### config.mk
export PLATFORM = sky130hd
export DESIGN_NAME = dmem_arbiter
export DESIGN_NICKNAME = d
export VERILOG_FILES = /design/src/rtl/dmem_arb_pkg.sv /design/src/rtl/dmem_arbiter.sv
export SDC_FILE = /design/constraint.sdc
export NUM_CORES = 1
export LEC_CHECK = 0
export ABC_AREA = 1
export ABC_CLOCK_PERIOD_IN_PS = 1850
export CAP_MARGIN = 20
export CORE_ASPECT_RATIO = 0.8
export CORE_MARGIN = 3
export CORE_UTILIZATION = 30
export DETAILED_ROUTE_END_ITERATION = 7
export PLACE_DENSITY_LB_ADDON = 0.1
export SLEW_MARGIN = 20
export SYNTH_ARGS = -nofsm -noshare
export SYNTH_HDL_FRONTEND = slang
export SYNTH_SLANG_ARGS = --single-unit
### constraint.sdc
create_clock -name clk -period 1.85 [get_ports clk]
set_input_delay 0.37 -clock clk [delete_from_list [all_inputs] [get_ports clk]]
set_output_delay 0.37 -clock clk [all_outputs]
set_load 0.05 [all_outputs]
### src/rtl/dmem_arb_pkg.sv
// Shared types and default sizing for the data-memory arbiter.
package dmem_arb_pkg;

  localparam int unsigned DEF_ADDR_W   = 8;
  localparam int unsigned DEF_DATA_W   = 32;
  localparam int unsigned DEF_MAX_WAIT = 8;
  localparam int unsigned BE_W         = 4;

  typedef enum logic [1:0] {
    IDLE    = 2'd0,
    RD_WAIT = 2'd1,
    RESP    = 2'd2
  } arb_state_t;

endpackage : dmem_arb_pkg

### src/rtl/dmem_arbiter.sv
// Data-memory arbiter: pipeline MEM stage has priority; the debug/loader port
// is served when the pipeline is idle, when the core is frozen, or when the
// starvation counter forces a one-cycle pipeline stall.
module dmem_arbiter
  import dmem_arb_pkg::*;
#(
  parameter int unsigned ADDR_W   = DEF_ADDR_W,
  parameter int unsigned DATA_W   = DEF_DATA_W,
  parameter int unsigned MAX_WAIT = DEF_MAX_WAIT
) (
  input  logic              clk,
  input  logic              Rst,
  input  logic              debug,
  input  logic              pipe_memread,
  input  logic              pipe_memwrite,
  input  logic [3:0]        pipe_byte_en,
  input  logic [ADDR_W-1:0] pipe_addr,
  input  logic [DATA_W-1:0] pipe_wdata,
  output logic              pipe_stall,
  input  logic              dbg_req_valid,
  output logic              dbg_req_ready,
  input  logic              dbg_req_we,
  input  logic [3:0]        dbg_req_be,
  input  logic [ADDR_W-1:0] dbg_req_addr,
  input  logic [DATA_W-1:0] dbg_req_wdata,
  output logic              dbg_rsp_valid,
  input  logic              dbg_rsp_ready,
  output logic [DATA_W-1:0] dbg_rsp_rdata,
  output logic              mem_we,
  output logic [3:0]        mem_en,
  output logic [ADDR_W-1:0] mem_addr,
  output logic [DATA_W-1:0] mem_din,
  input  logic [DATA_W-1:0] mem_dout
);

  localparam int unsigned CNT_W = $clog2(MAX_WAIT + 1);
  localparam logic [CNT_W-1:0] STARVE_CNT = CNT_W'(MAX_WAIT - 1);

  arb_state_t        state_q, state_d;
  logic [CNT_W-1:0]  wait_cnt_q, wait_cnt_d;
  logic              rsp_valid_q, rsp_valid_d;
  logic [DATA_W-1:0] rsp_rdata_q, rsp_rdata_d;

  logic pipe_access;
  logic starve;
  logic grant;

  // Grant decision; held off entirely while reset is asserted
  always_comb begin
    pipe_access = pipe_memread | pipe_memwrite;
    starve      = (wait_cnt_q == STARVE_CNT);
    grant       = Rst & (state_q == IDLE) & dbg_req_valid &
                  (~pipe_access | debug | starve);
  end

  assign dbg_req_ready = grant;
  assign pipe_stall    = grant & pipe_access & ~debug;
  assign dbg_rsp_valid = rsp_valid_q;
  assign dbg_rsp_rdata = rsp_rdata_q;

  // Memory port mux: debug only on the granted cycle, pipeline otherwise
  always_comb begin
    mem_we   = pipe_memwrite;
    mem_en   = pipe_byte_en;
    mem_addr = pipe_addr;
    mem_din  = pipe_wdata;
    if (grant) begin
      mem_we   = dbg_req_we;
      mem_en   = dbg_req_be;
      mem_addr = dbg_req_addr;
      mem_din  = dbg_req_wdata;
    end
  end

  // Next-state, response data and starvation counter
  always_comb begin
    state_d     = state_q;
    rsp_rdata_d = rsp_rdata_q;
    wait_cnt_d  = '0;
    case (state_q)
      IDLE: begin
        if (grant) begin
          if (dbg_req_we) begin
            state_d     = RESP;
            rsp_rdata_d = '0;
          end else begin
            state_d = RD_WAIT;
          end
        end else if (dbg_req_valid) begin
          // Saturate at the starve threshold
          if (wait_cnt_q != STARVE_CNT) begin
            wait_cnt_d = wait_cnt_q + CNT_W'(1);
          end else begin
            wait_cnt_d = wait_cnt_q;
          end
        end
      end
      RD_WAIT: begin
        // Read data for the granted address arrives this cycle
        state_d     = RESP;
        rsp_rdata_d = mem_dout;
      end
      RESP: begin
        if (dbg_rsp_ready) begin
          state_d = IDLE;
        end
      end
      default: begin
        state_d = IDLE;
      end
    endcase
    rsp_valid_d = (state_d == RESP);
  end

  // State registers with synchronous active-low reset
  always_ff @(posedge clk) begin
    if (!Rst) begin
      state_q     <= IDLE;
      wait_cnt_q  <= '0;
      rsp_valid_q <= 1'b0;
      rsp_rdata_q <= '0;
    end else begin
      state_q     <= state_d;
      wait_cnt_q  <= wait_cnt_d;
      rsp_valid_q <= rsp_valid_d;
      rsp_rdata_q <= rsp_rdata_d;
    end
  end

endmodule : dmem_arbiter

**Power grid**

The bar under the picture is 20 um long. Pins as bars on the die edge.
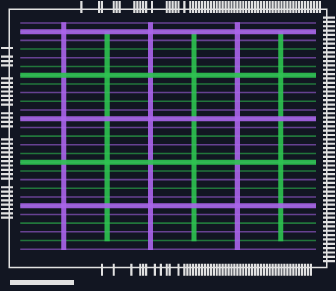
legend:
  green:
    net: VDD
  purple:
    net: VSS
met4 straps: 6
rows: 26
signal pins: 208
met5 straps: 5
met1 rails: 27
core area: 6540 um^2
Die H: 80.2 um
Max rail drop VDD: 0.645 mV

**Cells coloured by class**

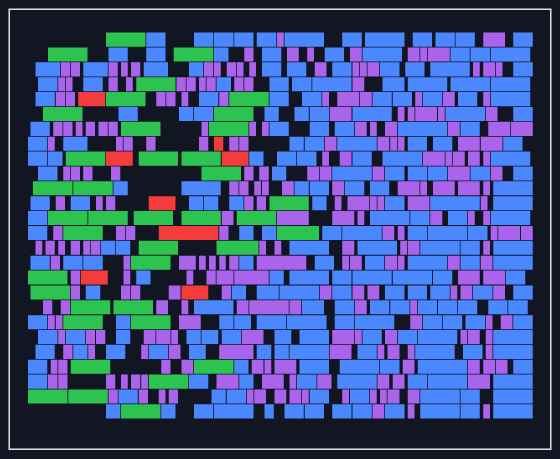
legend:
  purple:
    class: remaining logic cells
    cells: 263
  blue:
    class: remaining buffers and delay cells
    cells: 235
  green:
    class: registers
    cells: 39
  red:
    class: clock drivers and dummy loads
    cells: 8
fraction of area in registers: 14.6%
row count: 26

**Routed clock nets over the placement**

The bar under the picture is 20 um long.
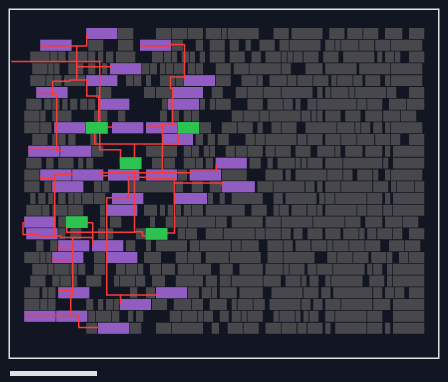
legend:
  red:
    item: clock wires
    length: 477 um
  purple:
    item: flip-flops
    count: 39
  green:
    item: clock-net drivers
    count: 5
routed clock nets: 6
reported clock group power: 0.734 mW
clock network power share: 23.8%
clock network latency to the later pin of the worst-skew pair: 0.29 ns

==> qor.yml <==
critical_path:
  r2r_slack_ns: 0.43
  crit_arrival_ns: 1.62
  end_kind: "output pin"
  crit_chain: "ha_4 > nand3_4 > nand2_4 > nand2_8 > clkinv_8 > clkbuf_16 > nand2_1 > nand2_2 > buf_12"
  crit_path_end: "mem_din[30]"
  r2r-end: "dbg_rsp_rdata[9]$_SDFFE_PN0P_"
  crit_type: "reg -> out"
clock_network:
  numCtsBuffers: 5
  h-tree-depth: 2
  cts-root-buf: "clkbuf_8"
  clockBufferDepth: 2
  postCtsSetupRepairBufs: 5
  cts_hold_buffers: 0
routing:
  drt_first_pass_iters: 4
  routed-wl-met2_um: 6020
  num_vias: 3099
  wl_met1_um: 4560
  wirelength_um: 11800
  wl_met3_um: 916
  wl_per_cell_um: 18.7
  drtAntennaViolNets: 0
status:
  failed_checks: "setup timing"
  status: "complete, but fails checks"
global_routing:
  grt_pass1_wl_um: 15800
  gr-usage-met3_pct: 7.55
final_timing:
  setup_viol_count_final: 46
  fin_crit_sh_pct: 107
  setup_slack_ns: -0.136
  fmax_mhz: 504
  setup_tns_ns: -4.41
hold_path:
  min_to: "dbg_rsp_rdata[28]$_SDFFE_PN0P_"
cells_and_area:
  fill_cells: 388
  logic_area_um2: 1500
  num-nonclk-inverters: 7
  logic_gates: 256
  final_area_um2: 5370
placed_design:
  portBuffers: 207
  hpwl_um: 8160
  dp.cells: 609
power_and_ir_drop:
  switchingPower_mw: 1.06
  power_mw: 3.08
  switching_share_pct: 34.3
  power_density_nw_per_um2: 574
  combinationalPower_mw: 1.48
floorplan:
  tap_cells: 84
flow_run:
  warnings: 28
  max_cap_viol_count: 0
yosys:
  yosysCellCount: 323
  area_leaders: "dfxtp_1, nand2_1, a21oi_1"
[cells by family (layout without fill, tap and decap cells)]
kind of cell | Yosys count | after routing | share of synthesized area (%)
AOI/OAI and AO/OA | 36 | 36 | 8.84
xor gates and xnor gates | 2 | 2 | 0.848
adders and majority gates | 1 | 1 | 0.606
buffers and inverters | 28 | 250 | 8.42
DFF | 39 | 39 | 37.8
and+or+nand+nor | 217 | 217 | 43.5
[synth_stat cells]
master	n
nand4_1	1
nand3_4	1
clkbuf_1	6
nand2_1	170
nand3_2	1
inv_4	1
ha_1	1
a21oi_1	34
inv_2	2
buf_6	5
nand2_2	2
buf_2	2
a31oi_1	2
buf_1	1
buf_4	7
clkinv_1	1
xor2_1	1
nand3b_1	1
nand3_1	34
dfxtp_1	39
xnor2_1	1
nor2_1	3
nor2_2	4
inv_1	3
No activity file was given, so power comes from the tool's default toggle rates.
